**Power grid**

Bar = 50 um. Pins as bars on the die edge.
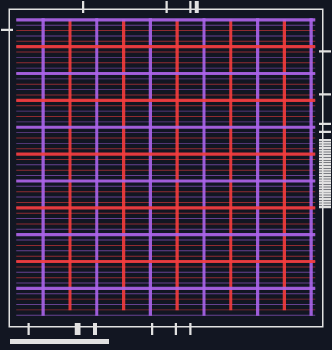
**Placement by cell class**

Fill, decap, tap and diode cells in gray.
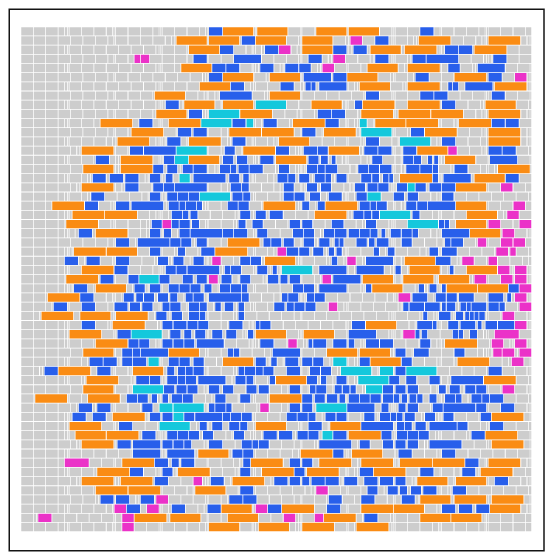
--- config.mk ---
export PLATFORM = sky130hd
export DESIGN_NAME = dragon_body_flat
export DESIGN_NICKNAME = d
export VERILOG_FILES = /design/src/rtl/dragon_body_if.sv /design/src/rtl/dragon_body.sv /design/src/flat_wrapper.sv
export SDC_FILE = /design/constraint.sdc
export NUM_CORES = 1
export LEC_CHECK = 0
export ABC_CLOCK_PERIOD_IN_PS = 4620
export CORE_AREA = 3 3 155 157
export DETAILED_ROUTE_END_ITERATION = 10
export DIE_AREA = 0 0 158 160
export PLACE_DENSITY_LB_ADDON = 0.15
export SYNTH_ARGS = -nofsm -noshare
export SYNTH_HDL_FRONTEND = slang
export SYNTH_SLANG_ARGS = --single-unit
--- constraint.sdc ---
create_clock -name frame_clk -period 4.62 [get_ports frame_clk]
set_input_delay 1.155 -clock frame_clk [delete_from_list [all_inputs] [get_ports frame_clk]]
set_output_delay 1.155 -clock frame_clk [all_outputs]
set_load 0.02 [all_outputs]
--- src/rtl/dragon_body_if.sv ---
// Signal bundle between the dragon head stage / sprite renderer and the dragon body.
// The head stage and renderer drive the master side; dragon_body is the slave.
interface dragon_body_if;
    logic       move_en;
    logic [7:0] head_location;
    logic [1:0] head_direction;
    logic       grow;
    logic       shrink;
    logic [7:0] player_location;
    logic [3:0] seg_rd_idx;
    logic [3:0] body_length;
    logic [7:0] seg_rd_location;
    logic [1:0] seg_rd_direction;
    logic       seg_rd_valid;
    logic       player_hit;
    logic       self_hit;
    logic       dragon_dead;

    modport master (
        output move_en, head_location, head_direction, grow, shrink, player_location, seg_rd_idx,
        input  body_length, seg_rd_location, seg_rd_direction, seg_rd_valid,
        input  player_hit, self_hit, dragon_dead
    );

    modport slave (
        input  move_en, head_location, head_direction, grow, shrink, player_location, seg_rd_idx,
        output body_length, seg_rd_location, seg_rd_direction, seg_rd_valid,
        output player_hit, self_hit, dragon_dead
    );
endinterface

--- src/rtl/dragon_body.sv ---
// Dragon body: shift buffer of trailing segments behind the head, growth/shrink bookkeeping,
// registered collision flags and a registered random-access segment read port.
module dragon_body #(
    parameter int         MAX_SEGMENTS = 15,
    parameter int         RESET_LENGTH = 3,
    parameter logic [7:0] RESET_HEAD   = 8'h77
) (
    input  logic         frame_clk,
    input  logic         rst,
    dragon_body_if.slave bus
);
    localparam logic [1:0] DIR_RIGHT = 2'd1;
    localparam logic [3:0] MAX_LEN   = 4'(MAX_SEGMENTS);
    localparam logic [3:0] RST_LEN   = 4'(RESET_LENGTH);

    logic [7:0] head_q;
    logic [1:0] head_dir_q;
    logic [7:0] seg_loc [MAX_SEGMENTS];
    logic [1:0] seg_dir [MAX_SEGMENTS];
    logic [3:0] length;
    logic [1:0] pending;
    logic       dead_q;
    logic       player_hit_q;
    logic       self_hit_q;
    logic [7:0] rd_loc_q;
    logic [1:0] rd_dir_q;
    logic       rd_valid_q;

    logic       step;
    logic       grow_ok;
    logic       shrink_ok;
    logic       seg_add;
    logic [1:0] pending_inc;
    logic [1:0] pending_nxt;
    logic [3:0] length_nxt;
    logic       dies;
    logic       player_hit_nxt;
    logic       self_hit_nxt;

    // A grow arriving with a step is counted before the step looks at pending.
    always_comb begin
        step        = bus.move_en & ~dead_q;
        grow_ok     = bus.grow & ~bus.shrink & ~dead_q;
        shrink_ok   = bus.shrink & ~bus.grow & ~dead_q & (length != 4'd0);
        pending_inc = (grow_ok && pending != 2'd3) ? pending + 2'd1 : pending;
        seg_add     = 1'b0;
        pending_nxt = pending_inc;
        if (step && pending_inc != 2'd0) begin
            if (length < MAX_LEN) begin
                seg_add     = 1'b1;
                pending_nxt = pending_inc - 2'd1;
            end else begin
                pending_nxt = 2'd0;
            end
        end
        length_nxt = length;
        if (seg_add && !shrink_ok) begin
            length_nxt = length + 4'd1;
        end else if (!seg_add && shrink_ok) begin
            length_nxt = length - 4'd1;
        end
        dies = shrink_ok & ~seg_add & (length == 4'd1);
    end

    always_comb begin
        player_hit_nxt = (bus.player_location == head_q);
        self_hit_nxt   = 1'b0;
        for (int i = 0; i < MAX_SEGMENTS; i++) begin
            if (4'(i) < length) begin
                if (seg_loc[i] == bus.player_location) player_hit_nxt = 1'b1;
                if (seg_loc[i] == head_q) self_hit_nxt = 1'b1;
            end
        end
        if (dead_q) begin
            player_hit_nxt = 1'b0;
            self_hit_nxt   = 1'b0;
        end
    end

    always_ff @(posedge frame_clk or negedge rst) begin
        if (!rst) begin
            head_q     <= RESET_HEAD;
            head_dir_q <= DIR_RIGHT;
            // Initial body trails to the left of the head, wrapping within the row.
            for (int i = 0; i < MAX_SEGMENTS; i++) begin
                seg_loc[i] <= {RESET_HEAD[7:4], RESET_HEAD[3:0] - 4'(i + 1)};
                seg_dir[i] <= DIR_RIGHT;
            end
            length       <= RST_LEN;
            pending      <= 2'd0;
            dead_q       <= 1'b0;
            player_hit_q <= 1'b0;
            self_hit_q   <= 1'b0;
            rd_loc_q     <= 8'h00;
            rd_dir_q     <= 2'd0;
            rd_valid_q   <= 1'b0;
        end else begin
            if (step) begin
                head_q     <= bus.head_location;
                head_dir_q <= bus.head_direction;
                seg_loc[0] <= head_q;
                seg_dir[0] <= head_dir_q;
                for (int i = 1; i < MAX_SEGMENTS; i++) begin
                    seg_loc[i] <= seg_loc[i-1];
                    seg_dir[i] <= seg_dir[i-1];
                end
            end
            length       <= length_nxt;
            pending      <= pending_nxt;
            if (dies) dead_q <= 1'b1;
            player_hit_q <= player_hit_nxt;
            self_hit_q   <= self_hit_nxt;
            if (bus.seg_rd_idx < MAX_LEN) begin
                rd_loc_q   <= seg_loc[bus.seg_rd_idx];
                rd_dir_q   <= seg_dir[bus.seg_rd_idx];
                rd_valid_q <= (bus.seg_rd_idx < length);
            end else begin
                rd_loc_q   <= 8'h00;
                rd_dir_q   <= 2'd0;
                rd_valid_q <= 1'b0;
            end
        end
    end

    assign bus.body_length      = length;
    assign bus.seg_rd_location  = rd_loc_q;
    assign bus.seg_rd_direction = rd_dir_q;
    assign bus.seg_rd_valid     = rd_valid_q;
    assign bus.player_hit       = player_hit_q;
    assign bus.self_hit         = self_hit_q;
    assign bus.dragon_dead      = dead_q;
endmodule

--- src/flat_wrapper.sv ---
// flat-port wrapper written by rule: the top's interface ports become plain ports
module dragon_body_flat 
#(
    parameter int         MAX_SEGMENTS = 15,
    parameter int         RESET_LENGTH = 3,
    parameter logic [7:0] RESET_HEAD   = 8'h77
)
  (frame_clk, rst, bus_move_en, bus_head_location, bus_head_direction, bus_grow, bus_shrink, bus_player_location, bus_seg_rd_idx, bus_body_length, bus_seg_rd_location, bus_seg_rd_direction, bus_seg_rd_valid, bus_player_hit, bus_self_hit, bus_dragon_dead);
  dragon_body_if bus_i ();
  input  logic frame_clk;
  input  logic rst;
  input wire logic [$bits(bus_i.move_en)-1:0] bus_move_en;
  input wire logic [$bits(bus_i.head_location)-1:0] bus_head_location;
  input wire logic [$bits(bus_i.head_direction)-1:0] bus_head_direction;
  input wire logic [$bits(bus_i.grow)-1:0] bus_grow;
  input wire logic [$bits(bus_i.shrink)-1:0] bus_shrink;
  input wire logic [$bits(bus_i.player_location)-1:0] bus_player_location;
  input wire logic [$bits(bus_i.seg_rd_idx)-1:0] bus_seg_rd_idx;
  output wire logic [$bits(bus_i.body_length)-1:0] bus_body_length;
  output wire logic [$bits(bus_i.seg_rd_location)-1:0] bus_seg_rd_location;
  output wire logic [$bits(bus_i.seg_rd_direction)-1:0] bus_seg_rd_direction;
  output wire logic [$bits(bus_i.seg_rd_valid)-1:0] bus_seg_rd_valid;
  output wire logic [$bits(bus_i.player_hit)-1:0] bus_player_hit;
  output wire logic [$bits(bus_i.self_hit)-1:0] bus_self_hit;
  output wire logic [$bits(bus_i.dragon_dead)-1:0] bus_dragon_dead;
  assign bus_i.move_en = bus_move_en;
  assign bus_i.head_location = bus_head_location;
  assign bus_i.head_direction = bus_head_direction;
  assign bus_i.grow = bus_grow;
  assign bus_i.shrink = bus_shrink;
  assign bus_i.player_location = bus_player_location;
  assign bus_i.seg_rd_idx = bus_seg_rd_idx;
  assign bus_body_length = bus_i.body_length;
  assign bus_seg_rd_location = bus_i.seg_rd_location;
  assign bus_seg_rd_direction = bus_i.seg_rd_direction;
  assign bus_seg_rd_valid = bus_i.seg_rd_valid;
  assign bus_player_hit = bus_i.player_hit;
  assign bus_self_hit = bus_i.self_hit;
  assign bus_dragon_dead = bus_i.dragon_dead;
  dragon_body #(.MAX_SEGMENTS(MAX_SEGMENTS), .RESET_LENGTH(RESET_LENGTH), .RESET_HEAD(RESET_HEAD)) u_core (.frame_clk(frame_clk), .rst(rst), .bus(bus_i));
endmodule
==> results.sh <==
# yosys + openroad results
export IMPL_synth_area_mm2=0.0111
export IMPL_drtAntennaViolNets=0
export IMPL_route_detailed_drc=0
export IMPL_post_cts_buffers=0
export IMPL_holdBufCountCts=0
export IMPL_top_cell_area_share=0.231
export IMPL_via_per_inst=6.15
export IMPL_fin_skew_ns=0.00973
export IMPL_tightestPinTransition_ns=1.11
export IMPL_clk_pin_slew_worst_paths_ns=0.08
export IMPL_grt_use_total=0.246
export IMPL_cts_sinks=180
export IMPL_lay_top_count="xnor2_1"
export IMPL_cts_path_max_buffers=2
export IMPL_gp_congestion=0.915
export IMPL_drt_first_iter_violations=749
export IMPL_status="finished, final reports clean"
export IMPL_io_buffers=44
export IMPL_cts_root_buffer="clkbuf_16"
export IMPL_grt_pass1_wl_um=47000
export IMPL_rsz0062_at_grt="no"
export IMPL_cp_required_ns=4.98
export IMPL_drt_wl_total_um=30300
export IMPL_clock_latency_ns=0.44
export IMPL_relSlewSlack=0.260
export IMPL_cts_resized_gates=0
export IMPL_instances_no_fill=1198
export IMPL_yosysUniqueCellTypes=35
export IMPL_grt_max_degree=161
export IMPL_p_leak_nw=4.67
export IMPL_synth_seq_cells=180
export IMPL_hold_viol=0
export IMPL_setup_ws_ns=1.06
export IMPL_drive_gt1_frac=0.370
export IMPL_maxCapViolCount=0
export IMPL_fp_util=0.492
export IMPL_setup_viol_count_final=0
export IMPL_max_clock_freq_mhz=281
export IMPL_routedWlPerCell_um=25.3
export IMPL_place_ws_ns=0.623
export IMPL_warnings=34
export IMPL_edf_count=0
export IMPL_logic_area_mm2=0.00613
export IMPL_cp_data_arrival_time_ns=3.92
export IMPL_yosysSeqAreaShare=0.416
export IMPL_cp_max_fo=4
export IMPL_crit_path_end_kind="register"
export IMPL_fin_setup_tns_ns=0
export IMPL_coreArea_mm2=0.0226
export IMPL_post_route_period_util=0.770
export IMPL_antenna_found_initial=1
export IMPL_fillers=1896
export IMPL_drv_slew=0
export IMPL_nets=938
export IMPL_netlist_instances=884
export IMPL_regArea_mm2=0.00463
export IMPL_cts_tree="done"
export IMPL_powerDensity_mw_per_mm2=776
export IMPL_ff_type="dfstp_2"
export IMPL_num_io_pins=45
export IMPL_critPathKind="in -> reg"
export IMPL_top_area_cell="dfstp_2"
export IMPL_holdCritPathClass="reg -> reg"
export IMPL_lay_top_cells="163 x xnor2_1, 160 x mux2_2, 98 x dfstp_2"
export IMPL_via_count=7365
export IMPL_yosys_area_mm2=0.0111
export IMPL_hold_slack_ns=0.506
export IMPL_fin_crit_ns=3.56
export IMPL_grt_pass1_vias=7633
export IMPL_cts_buffers_inserted=17
export IMPL_ys_warnings_count=0
export IMPL_area_growth_pct=10.7
export IMPL_area_leaders="dfstp_2 23%, dfrtp_1 18%, mux2_2 16%"
export IMPL_fin_total_pwr_w=0.00957
export IMPL_drtPass1Iterations=7
export IMPL_fp_nets=922
export IMPL_dp_cells=1166
export IMPL_ys_cells=884
export IMPL_start_kind="input port"
export IMPL_htreeDepth=4
export IMPL_hpwl_um=20100
export IMPL_chip_area_mm2=0.0253
export IMPL_n_antenna_cell=0
export IMPL_grt_ovfl_total=0
## Picture notes: 'power grid'
Key: VSS = purple; VDD = red
56 met1 rails follow the rows. 11 straps on met5. 11 straps on met4. The core has 55 rows. 45 signal pins sit on the boundary.
Die W: 158 um
Die Y: 160 um
VDD IR max: 0.000454 V

## Picture notes: 'placement by cell class'
Key: clock drivers and dummy loads = cyan [cells 32]; flip-flops = orange [cells 180]; all other logic = blue [cells 639]; other buffers and delay cells = magenta [cells 62]
Layout Utilization: 0.544
Rows: 55

-- stage by stage --
step | util | cell area [um2]
5_1_grt | 0.544 | 12300
4_1_cts | 0.544 | 12300
6_report | 0.544 | 12300
2_1_floorplan | - | 11100
3_3_place_gp | 0.518 | 11700
3_5_place_dp | 0.518 | 11700
-- cell type report --
class / instances / area share
Tap cell: 285 / 0.0289
Inverter: 7 / 0.00213
Sequential cell: 180 / 0.375
Timing Repair Buffer: 62 / 0.0480
Clock buffer: 19 / 0.0377
Clock inverter: 13 / 0.0103
Multi-Input combinational cell: 632 / 0.498
-- state kept, by name, indices dropped and copies added, names as in the netlist --
register                     flops
u_core.bus.self_hit              1
u_core.bus.seg_rd_valid          1
u_core.pending                   2
u_core.seg_dir                  30
u_core.head_dir_q                2
u_core.bus.seg_rd_direction      2
u_core.seg_loc                 120
u_core.bus.body_length           4
u_core.bus.player_hit            1
u_core.bus.seg_rd_location       8
u_core.head_q                    8
u_core.bus.dragon_dead           1
-- power by group --
part | switching (W) | internal [W] | total [W]
logic | 0.00156 | 0.00227 | 0.00382
clock network | 0.000712 | 0.000765 | 0.00148
registers | 0.00154 | 0.00273 | 0.00427
-- final timing paths --
kind,start,end,slack [ns],cells after the start
worst max-delay path,bus_shrink,u_core.bus.body_length[3],1.06,11
worst min-delay path,u_core.head_dir_q[1],u_core.seg_dir[29],0.51,1
worst max register to register,u_core.bus.dragon_dead,u_core.bus.body_length[3],1.65,10
worst min register to register,u_core.head_dir_q[1],u_core.seg_dir[29],0.51,1
max in group asynchronous,rst,u_core.seg_loc[116],2.85,2
min in group asynchronous,rst,u_core.head_q[3],0.80,1
-- worst max-delay path, stage by stage --
cell             delay, ns
clkdlybuf4s50_1       0.42
nor4b_1               0.55
mux2i_1               0.32
ha_1                  0.19
nor2_1                0.06
nand2_1               0.10
inv_1                 0.07
ha_1                  0.25
or4_1                 0.48
a21oi_1               0.19
xnor2_1               0.13
-- synth_stat cells (5+ instances only) --
library cell,number
dfrtp_1,82
inv_1,7
nand2_1,15
xnor2_1,163
mux2i_1,12
mux2_2,160
ha_1,11
a21oi_1,5
clkbuf_1,9
nor4_1,28
nand4_1,32
nand3_1,19
buf_4,7
nor3_1,15
xor2_1,90
o21ai_0,19
dfstp_2,98
buf_2,44
mux4_2,25
mux4_1,15
-- cell families after synthesis --
| family | Yosys count | synth area share |
|---|---|---|
| simple gates | 118 | 0.0586 |
| compound gates | 38 | 0.0216 |
| fa+ha+maj | 11 | 0.0124 |
| mux | 212 | 0.259 |
| flops | 180 | 0.416 |
| buf+inv | 72 | 0.0343 |
| xor+xnor | 253 | 0.199 |
-- per-layer routing --
layer	GRT usage	vias to the layer above	part of all wire
li1	-	3191	-
met1	0.350	3812	0.43
met2	0.365	298	0.45
met3	0.0659	62	0.083
met4	0.0868	2	0.031
met5	0	-	0.00043
Power is estimated from default activity; no workload was simulated.
